===== src/rtl/pipe_pkg.sv =====
// pipe_pkg: shared types and helpers for the pipeline hazard controller.
//   stage_rec_t  - in-flight destination record held for stages EXE..WB
//   FWD_REGFILE  - forward code meaning "take the operand from the regfile"
//   safe_clog2() - clog2 that never returns a zero width
package pipe_pkg;

  // Record register field is sized for the widest register file we expect;
  // narrower register numbers are zero-extended into it.
  localparam int RN_MAX_W    = 8;
  localparam int FWD_REGFILE = 0;

  typedef struct packed {
    logic                valid;
    logic                wreg;
    logic                m2reg;
    logic                mem_op;   // load or store, may wait on mem_ready
    logic [RN_MAX_W-1:0] rn;
  } stage_rec_t;

  function automatic int safe_clog2(input int n);
    return (n <= 2) ? 1 : $clog2(n);
  endfunction

endpackage


===== src/rtl/pipe_fwd_match.sv =====
// pipe_fwd_match: operand source resolution for one ID source register.
// Scans the in-flight records and reports the youngest producer.
//   recs     in  records for stages 2..NSTAGE-1
//   src      in  source register number
//   use_src  in  instruction actually reads src
//   id_valid in  ID holds a real instruction
//   hit      out some stage will write src
//   load_hit out youngest producer is a load not yet past MEM-1 (must stall)
//   code     out forward code: 0 = regfile, k = result of stage k+1
module pipe_fwd_match
  import pipe_pkg::*;
#(
  parameter int NSTAGE = 5,
  parameter int RNW    = 5,
  parameter int FW     = 2
) (
  input  stage_rec_t [NSTAGE-1:2] recs,
  input  logic [RNW-1:0]          src,
  input  logic                    use_src,
  input  logic                    id_valid,
  output logic                    hit,
  output logic                    load_hit,
  output logic [FW-1:0]           code
);

  logic [RN_MAX_W-1:0] src_x;
  assign src_x = RN_MAX_W'(src);

  // Walk oldest to youngest so the youngest match is the one left standing.
  always_comb begin
    hit      = 1'b0;
    load_hit = 1'b0;
    code     = FW'(FWD_REGFILE);
    for (int s = NSTAGE-1; s >= 2; s--) begin
      if (recs[s].valid && recs[s].wreg && (recs[s].rn == src_x) &&
          (recs[s].rn != '0) && use_src && id_valid) begin
        hit      = 1'b1;
        // A load's data exists only once it has left MEM.
        load_hit = recs[s].m2reg && (s <= NSTAGE-3);
        // WB writes the regfile on the falling edge, so it needs no forward.
        code     = (s <= NSTAGE-2) ? FW'(s-1) : FW'(FWD_REGFILE);
      end
    end
  end

endmodule


===== src/rtl/pipe_hazard_ctrl.sv =====
// pipe_hazard_ctrl: hazard/sequencing control for an NSTAGE in-order pipeline.
// Tracks destination records EXE..WB and derives forwarding, load-use stall,
// taken-branch squash and memory-wait freeze. All control outputs are
// combinational from the records and current inputs.
// Optional macro PIPE_PERF_CNT_EN builds retire/stall counters; without it
// ret_cnt/stall_cnt are tied to zero.
//   clock, resetn        pipeline clock, async active-low reset
//   id_*                 decoded ID-stage instruction fields
//   mem_ready            data memory completes this cycle
//   wpcir                0 holds PC and IF/ID
//   dbubble              squash IF/ID at the next edge (taken branch)
//   ebubble              ID/EXE loads a bubble (load-use)
//   fwd_a, fwd_b         operand source for rs / rt
//   stage_en             per-stage advance enable
//   ret_cnt, stall_cnt   performance counters
module pipe_hazard_ctrl
  import pipe_pkg::*;
#(
  parameter int NSTAGE = 5,
  parameter int NREG   = 32,
  parameter int RNW    = $clog2(NREG),
  parameter int FW     = safe_clog2(NSTAGE-2),
  parameter int CNTW   = 32
) (
  input  logic              clock,
  input  logic              resetn,
  input  logic              id_valid,
  input  logic [RNW-1:0]    id_rs,
  input  logic [RNW-1:0]    id_rt,
  input  logic              id_use_rs,
  input  logic              id_use_rt,
  input  logic              id_wreg,
  input  logic              id_m2reg,
  input  logic              id_wmem,
  input  logic [RNW-1:0]    id_rn,
  input  logic              id_branch_taken,
  input  logic              mem_ready,
  output logic              wpcir,
  output logic              dbubble,
  output logic              ebubble,
  output logic [FW-1:0]     fwd_a,
  output logic [FW-1:0]     fwd_b,
  output logic [NSTAGE-1:0] stage_en,
  output logic [CNTW-1:0]   ret_cnt,
  output logic [CNTW-1:0]   stall_cnt
);

  stage_rec_t [NSTAGE-1:2] rec;
  stage_rec_t              id_rec;

  logic [1:0]          hit, load_hit, use_src;
  logic [1:0][RNW-1:0] src;
  logic [1:0][FW-1:0]  code;
  logic                luse, freeze;

  assign src     = {id_rt, id_rs};
  assign use_src = {id_use_rt, id_use_rs};

  for (genvar g = 0; g < 2; g++) begin : g_op
    pipe_fwd_match #(.NSTAGE(NSTAGE), .RNW(RNW), .FW(FW)) u_match (
      .recs     (rec),
      .src      (src[g]),
      .use_src  (use_src[g]),
      .id_valid (id_valid),
      .hit      (hit[g]),
      .load_hit (load_hit[g]),
      .code     (code[g])
    );
  end

  assign luse   = |(hit & load_hit);
  assign freeze = rec[NSTAGE-2].valid & rec[NSTAGE-2].mem_op & ~mem_ready;
  assign fwd_a  = code[0];
  assign fwd_b  = code[1];

  assign id_rec = '{valid:  id_valid,
                    wreg:   id_wreg,
                    m2reg:  id_m2reg,
                    mem_op: id_m2reg | id_wmem,
                    rn:     RN_MAX_W'(id_rn)};

  // Freeze dominates; a branch under load-use waits for ID to re-present it.
  always_comb begin
    wpcir    = 1'b1;
    ebubble  = 1'b0;
    dbubble  = 1'b0;
    stage_en = '1;
    if (freeze) begin
      wpcir    = 1'b0;
      stage_en = '0;
    end else if (luse) begin
      wpcir         = 1'b0;
      ebubble       = 1'b1;
      stage_en[1:0] = 2'b00;
    end else begin
      dbubble = id_branch_taken & id_valid;
    end
    // Records are already clear in reset; only the branch path sees raw inputs.
    if (!resetn) dbubble = 1'b0;
  end

  always_ff @(posedge clock or negedge resetn) begin
    if (!resetn) begin
      rec <= '0;
    end else if (!freeze) begin
      rec[2] <= luse ? '0 : id_rec;
      for (int s = 3; s < NSTAGE; s++) rec[s] <= rec[s-1];
    end
  end

`ifdef PIPE_PERF_CNT_EN
  logic [CNTW-1:0] ret_q, stall_q;

  always_ff @(posedge clock or negedge resetn) begin
    if (!resetn) begin
      ret_q   <= '0;
      stall_q <= '0;
    end else begin
      if (rec[NSTAGE-1].valid && stage_en[NSTAGE-1]) ret_q <= ret_q + CNTW'(1);
      if (!wpcir) stall_q <= stall_q + CNTW'(1);
    end
  end

  assign ret_cnt   = ret_q;
  assign stall_cnt = stall_q;
`else
  assign ret_cnt   = '0;
  assign stall_cnt = '0;
`endif

endmodule


===== config.mk =====
export PLATFORM = sky130hd
export DESIGN_NAME = pipe_hazard_ctrl
export DESIGN_NICKNAME = d
export VERILOG_FILES = /design/src/rtl/pipe_pkg.sv /design/src/rtl/pipe_fwd_match.sv /design/src/rtl/pipe_hazard_ctrl.sv
export SDC_FILE = /design/constraint.sdc
export NUM_CORES = 1
export LEC_CHECK = 0
export ABC_AREA = 1
export CAP_MARGIN = 20
export CORE_MARGIN = 5
export CORE_UTILIZATION = 40
export DETAILED_ROUTE_END_ITERATION = 12
export PLACE_DENSITY = 0.87
export SLEW_MARGIN = 20
export SYNTH_ARGS = -nofsm -noshare
export SYNTH_HDL_FRONTEND = slang
export SYNTH_SLANG_ARGS = --single-unit
export TNS_END_PERCENT = 1

===== constraint.sdc =====
create_clock -name clock -period 2.8 [get_ports clock]
set_clock_uncertainty 0.05 [all_clocks]
set_input_delay 0.56 -clock clock [delete_from_list [all_inputs] [get_ports clock]]
set_output_delay 0.56 -clock clock [all_outputs]
set_load 0.02 [all_outputs]

==> run_1/layer_met2.png <==
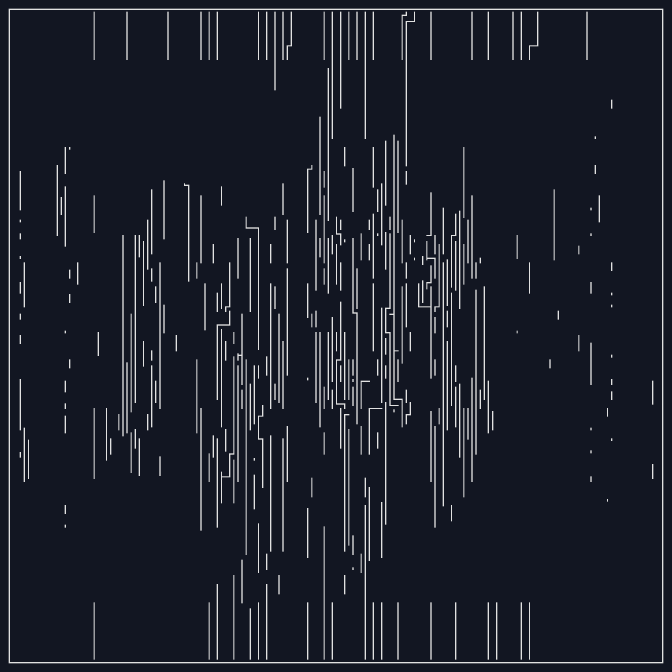
wire length on this layer	1630 um
longest straight run	29.6 um
main direction	vertical

==> run_1/cell_density.png <==
7 x 7 tiles, from white (low) to dark blue (high), 0 to 100% covered.
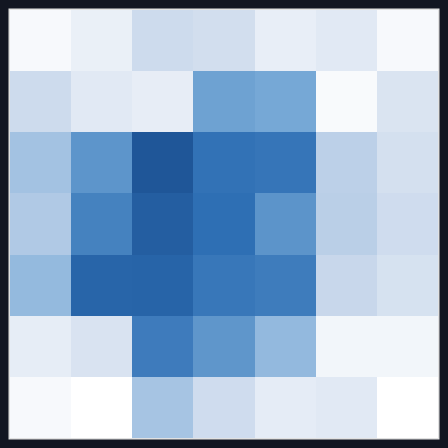
nearly empty tiles	4.1%
fullest tile	85%
emptiest ninth of the die	bottom right

==> run_1/logic_types.png <==
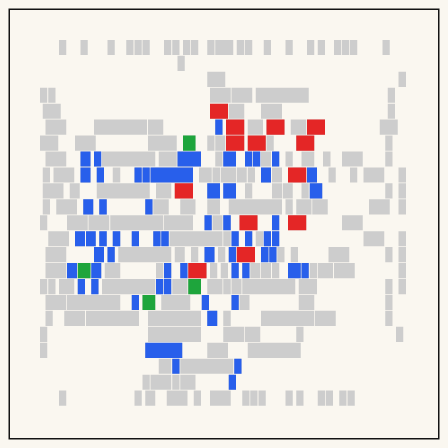
family	color	cells	most used
AND and OR gates	green	4	or2_2
XOR/XNOR gates	red	13	xnor2_1
NAND gates	blue	61	nand2_1

==> run_1/congestion.png <==
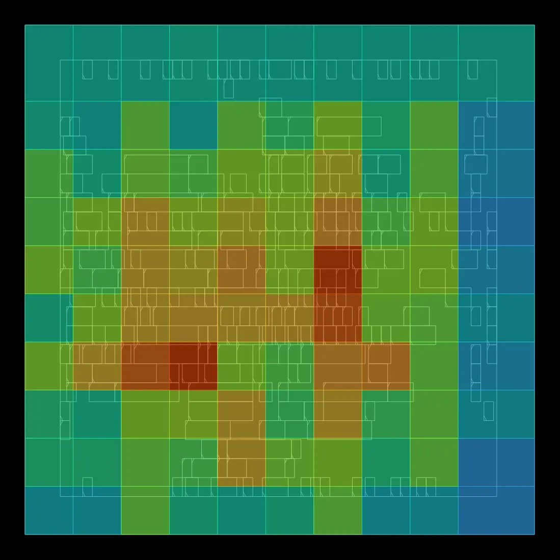
global-route track usage on met1: 14.8%
routed len/inst: 11.1 um
gr usage total: 12.0%
layer carrying the most global-route usage: met2
routing usage on met2: 20.2%

run 1: repair_timing:
action                                  in CTS  in global routing
hold endpoints to repair                     0                  0
resized                                     10                  7
endpoints found under the setup margin       9                  6
run 1: area by class of cell:
cell class              count  area, um^2  area share [%]
inverters                  17        63.8            3.38
clock buffers               3        41.3            2.19
well taps                  50        62.6            3.32
flip-flops and latches     17         425            22.6
repair buffers             53         472            25.0
multi-input cells         170         813            43.1
clock inverters             1        7.51           0.398
run 1: power by group through the flow:
stage | combinational, mW | clock, mW | sequential (mW)
global route | 0.436 | 0.208 | 0.371
finish | 0.396 | 0.197 | 0.363
floorplan | 0.350 | 0 | 0.349
global placement | 0.388 | 0 | 0.361
CTS | 0.393 | 0.197 | 0.362
detailed placement | 0.396 | 0 | 0.366
run 1: stage by stage:
step | std cells | hold slack (ns) | util (%) | TNS, ns | power (mW)
6_report | 311 | 0.422 | 48.2 | 0 | 0.956
5_1_grt | 311 | 0.446 | 48.2 | -0.00836 | 1.01
4_1_cts | 311 | 0.420 | 48.2 | 0 | 0.952
3_5_place_dp | 307 | 0.401 | 47.2 | -1.74 | 0.762
3_3_place_gp | 307 | 0.394 | 47.2 | -1.55 | 0.750
2_1_floorplan | 276 | 0.214 | - | 0 | 0.699
run 1: final timing paths:
kind	start	to	slack, ns	depth (start not counted)
max in group asynchronous	resetn	rec[0]$_DFFE_PN0N_	1.85	2
hold / removal	rec[8]$_DFFE_PN0N_	rec[20]$_DFFE_PN0N_	0.42	1
setup / recovery	id_valid	fwd_a[0]	0.08	9
min in group asynchronous	resetn	rec[23]$_DFFE_PN0N_	0.66	2
setup reg to reg	rec[4]$_DFFE_PN0N_	rec[0]$_DFFE_PN0N_	1.26	11
hold reg to reg	rec[8]$_DFFE_PN0N_	rec[20]$_DFFE_PN0N_	0.42	1
==> results.json, run 1 <==
{
  "outcome": "finished, final reports clean",
  "ys_sh_xor_pct": 7.17,
  "antenna_found_initial": 0,
  "top_cells_by_area": "buf_4 32%, dfrtp_1 27%, nand2_1 9.7%, xnor2_1 7.2%, nand3_1 3.8%",
  "netlist_area_um2": 1590,
  "cts_buffers": 3,
  "yosysUniqueCellTypes": 24,
  "dr_total_vias": 1267,
  "antenna_left": 0,
  "ctsHoldBuffers": 0,
  "path_max_fanout": 3,
  "core_area_um2": 3910,
  "clkLatencyLatePin_ns": 0.26,
  "yosys_area_um2": 1590,
  "mostFrequentLayoutCell": "conb_1",
  "irDropWorstVdd_mv": 0.343,
  "avgViaCountPerCell": 4.07,
  "cts_num_sinks": 17,
  "wl_met1_um": 1400,
  "rows": 23,
  "fp_util_pct": 40.6,
  "place_area_um2": 1850
}
==> run_1/wires.png <==
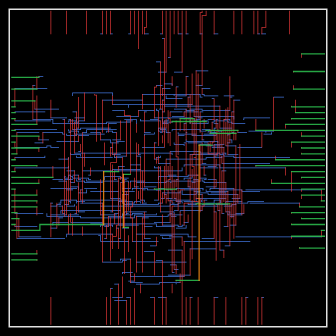

==> run 2, diff against run 1 <==
- PLACE_DENSITY: 0.87 -> default
- PLACE_DENSITY_LB_ADDON: default -> 0.05
- SKIP_LAST_GASP: default -> 1
==> run_2/wires.png <==
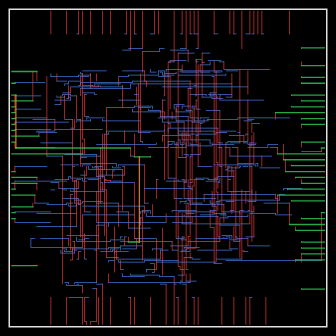
layer	color	wire length
metal 1	blue	1510 um
metal 3	green	294 um
metal 2	red	1590 um
metal 4	orange	32.0 um

==> results.json, run 2 <==
{
  "utilization_pct": 48.6,
  "stdcell_count": 312,
  "antenna_left": 0,
  "regArea_um2": 425,
  "mostFrequentLayoutCell": "conb_1",
  "avgViaCountPerCell": 3.85,
  "top_cells_by_area": "buf_4 32%, dfrtp_1 27%, nand2_1 9.7%, xnor2_1 7.2%, nand3_1 3.8%",
  "p_seq_mw": 0.360,
  "antenna_found_initial": 0,
  "netlist_area_um2": 1590,
  "wl_per_cell_um": 11.0,
  "tns_ns": -0.834,
  "r2r_slack_ns": 1.28,
  "fin_total_pwr_mw": 0.951,
  "yosys_area_um2": 1590,
  "cts_num_sinks": 17,
  "violations": "setup timing",
  "grt_util_all_layers_pct": 12.3,
  "finalSetupViolCount": 6,
  "cts_buffers": 3,
  "path_max_fanout": 3,
  "min_from": "rec[8]$_DFFE_PN0N_",
  "power-top-group": "combinational cells",
  "p_clk_mw": 0.195,
  "rows": 23,
  "r2r_start": "rec[4]$_DFFE_PN0N_",
  "layout_setup_ws_ns": -0.184,
  "fp_util_pct": 40.6,
  "outcome": "finished, violations left"
}
==> run_2/logic_types.png <==
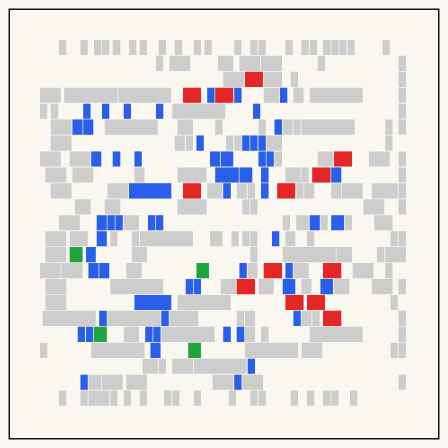
family	color	cells	most used
AND and OR gates	green	4	or2_2
NAND gates	blue	61	nand2_1
XOR/XNOR gates	red	13	xnor2_1

## run 2: cell types whose count changed in the layout (fill, tap and decap cells not counted), sizes merged
cell	previous run	this run
buf	17	18
clkbuf	5	3
clkdlybuf4s15	2	0
clkdlybuf4s50	27	33
dlygate4sd2	5	2
dlymetal6s2s	0	1
## run 2: layout make-up
cell class              instances  share of cell area, %
clock buffers                   3                   2.17
clock inverters                 1                  0.394
inverters                      17                   3.35
multi-input cells             170                   42.4
flip-flops and latches         17                   22.4
well taps                      50                   3.29
repair buffers                 54                   26.0
## run 2: logic make-up after synthesis
| logic type | after synthesis |
|---|---|
| buf+inv | 89 |
| other cells | 1 |
| compound gates | 12 |
| flops | 17 |
| simple gates | 81 |
| xor+xnor | 13 |
## run 2: worst max-delay path by stage
stage	start	to	slack, ns
detailed placement	id_valid	ebubble	-0.27
floorplan	mem_ready	stage_en[0]	0.49
CTS	id_valid	dbubble	-0.21
finish	id_rs[1]	stage_en[0]	-0.18
global placement	id_valid	ebubble	-0.26
global route	id_rt[4]	stage_en[1]	-0.32
## run 2: timing repair
| item | CTS | global route |
|---|---|---|
| endpoints found under the hold margin | 0 | 0 |
| cloned | 0 | 0 |
| resized | 2 | 1 |
| hold buffers | 0 | 0 |
| setup endpoints to repair | 9 | 9 |
## run 2: layer usage
layer  wire [um]  vias to the layer above  GRT usage (%)
met1        1510                      523           17.1
met2        1590                       54           18.9
li1            -                      620              -
met4          31                        0           3.69
met5           0                        -              0
met3         293                        4           2.75
## run 2: worst max-delay path, stage by stage
cell and delay (ns):
clkdlybuf4s50_1 0.45, inv_1 0.06, nor2_1 0.09, nor2_1 0.05, nand2_1 0.05, nor2_1 0.05
nand2_2 0.09, nand2_4 0.08, a21oi_1 0.23, clkdlybuf4s50_1 0.66
==> run_2/cell_density.png <==
7 x 7 tiles, from white (low) to dark blue (high), 0 to 100% covered.
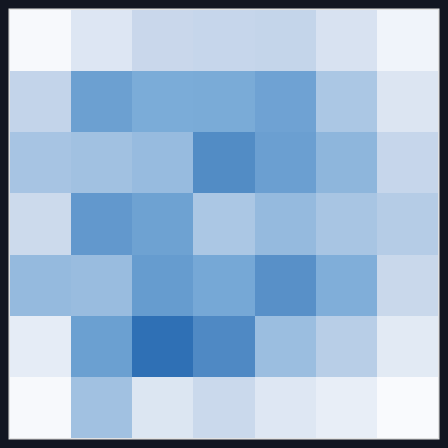

==> run 3, diff against run 2 <==
- SYNTH_HIERARCHICAL: default -> 1
==> run_3/cell_density.png <==
9 x 9 tiles, from white (low) to dark blue (high), 0 to 100% covered.
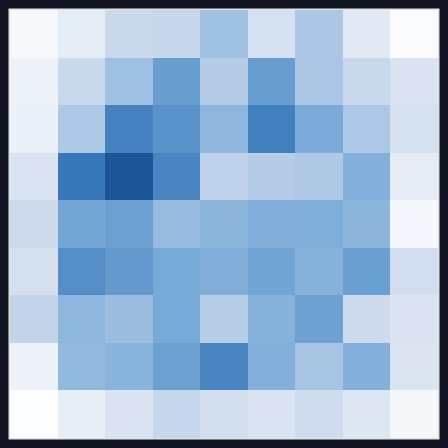
mean over tiles	35%
nearly empty tiles	1.2%
fullest tile	85%

==> results.json, run 3 <==
{
  "wl_met1_um": 2430,
  "dp.cells": 519,
  "cts_num_sinks": 24,
  "finalSetupViolCount": 6,
  "violations": "setup timing",
  "dieWidth_um": 86.8,
  "place_area_um2": 2670,
  "fin_total_pwr_mw": 1.35,
  "ctsHoldBuffers": 0,
  "crit_type": "in2out",
  "max_freq_mhz": 340,
  "path_max_fanout": 4,
  "dr_total_vias": 2154,
  "holdWs_ns": 0.429,
  "r2r_slack_ns": 1.07,
  "path_buffers": 3,
  "top_usage_layer": "met2",
  "warnings": 28,
  "cp_slowest_cell": "clkdlybuf4s50_1",
  "critPathTopFamily": "buffers and inverters",
  "path_cells": "clkdlybuf4s50_1 > inv_2 > nand2_1 > nand2_1 > nand2_1 > nor2_1 > nand3_1 > nand3_1 > nand2_1 > nand2_2 > nor2_2 > clkdlybuf4s15_2",
  "seqPwrFrac_pct": 42.5,
  "cp_common_cell": "nand2_1",
  "stdcell_count": 523,
  "mostFrequentLayoutCell": "nand2_1",
  "highest_layer": "met4",
  "antenna_found_initial": 0,
  "cts_buffers": 3,
  "globalRouteMet3Util_pct": 2.38,
  "use_met1_pct": 19.9,
  "core_area_um2": 5820,
  "r2r_cells": 10,
  "layout_setup_ws_ns": -0.138,
  "drc": 0,
  "cp.depth": 12,
  "wl_per_cell_um": 11.1,
  "outcome": "finished, violations left",
  "antenna_left": 0,
  "avgViaCountPerCell": 4.12,
  "clkLatencyLatePin_ns": 0.26,
  "grt_start_max_net_pins": 32,
  "hold_depth": 1,
  "irDropWorstVdd_mv": 0.340
}
==> run_3/wires.png <==
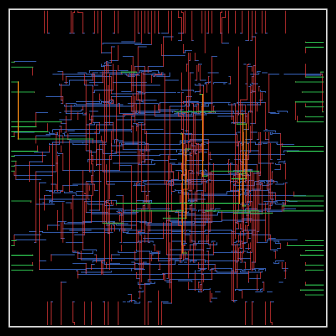
layer	color	wire length
metal 3	green	392 um
metal 1	blue	2430 um
metal 2	red	2870 um
metal 4	orange	138 um

-- run 3: netlist changes by cell type in the layout (fill, tap and decap cells not counted), sizes merged, moves of 3 or more --
cell / previous run / this run
nand2: 45 / 142
inv: 16 / 56
nor2: 13 / 34
conb: 64 / 82
nand3: 13 / 30
xnor2: 13 / 0
clkdlybuf4s50: 33 / 23
dfrtp: 17 / 24
dlygate4sd2: 2 / 6
xor2: 0 / 4
buf: 18 / 15
clkbuf: 3 / 6
clkdlybuf4s15: 0 / 3
-- run 3: final timing paths --
| kind | start | end |
|---|---|---|
| setup reg to reg | rec[0]$_DFFE_PN0N_ | rec[9]$_DFFE_PN0N_ |
| setup / recovery | id_rs[1] | stage_en[0] |
| hold / removal | rec[8]$_DFFE_PN0N_ | rec[20]$_DFFE_PN0N_ |
| min in group asynchronous | resetn | rec[15]$_DFFE_PN0N_ |
| hold reg to reg | rec[8]$_DFFE_PN0N_ | rec[20]$_DFFE_PN0N_ |
| max in group asynchronous | resetn | rec[28]$_DFFE_PN0N_ |
-- run 3: area by class of cell --
class / count / area (um^2) / share of cell area (%)
Multi-Input combinational cell: 313 / 1290 / 47.6
Sequential cell: 24 / 601 / 22.1
Timing Repair Buffer: 51 / 464 / 17.1
Inverter: 56 / 210 / 7.73
Tap cell: 75 / 93.8 / 3.45
Clock buffer: 4 / 55.1 / 2.02
-- run 3: power by group through the flow --
stage,Combinational [mW],Sequential [mW],Clock (mW)
2_1_floorplan,0.496,0.526,0
3_3_place_gp,0.548,0.580,0
3_5_place_dp,0.552,0.582,0
4_1_cts,0.551,0.575,0.238
5_1_grt,0.634,0.598,0.252
6_report,0.548,0.575,0.230
-- run 3: worst reg2reg max path, delay by kind of cell, from the launching register on --
kind	cells	cell delay (ns)
simple gates	7	0.72
flops	1	0.49
compound gates	1	0.07
buf+inv	2	0.28
Power is estimated from default activity; no workload was simulated.
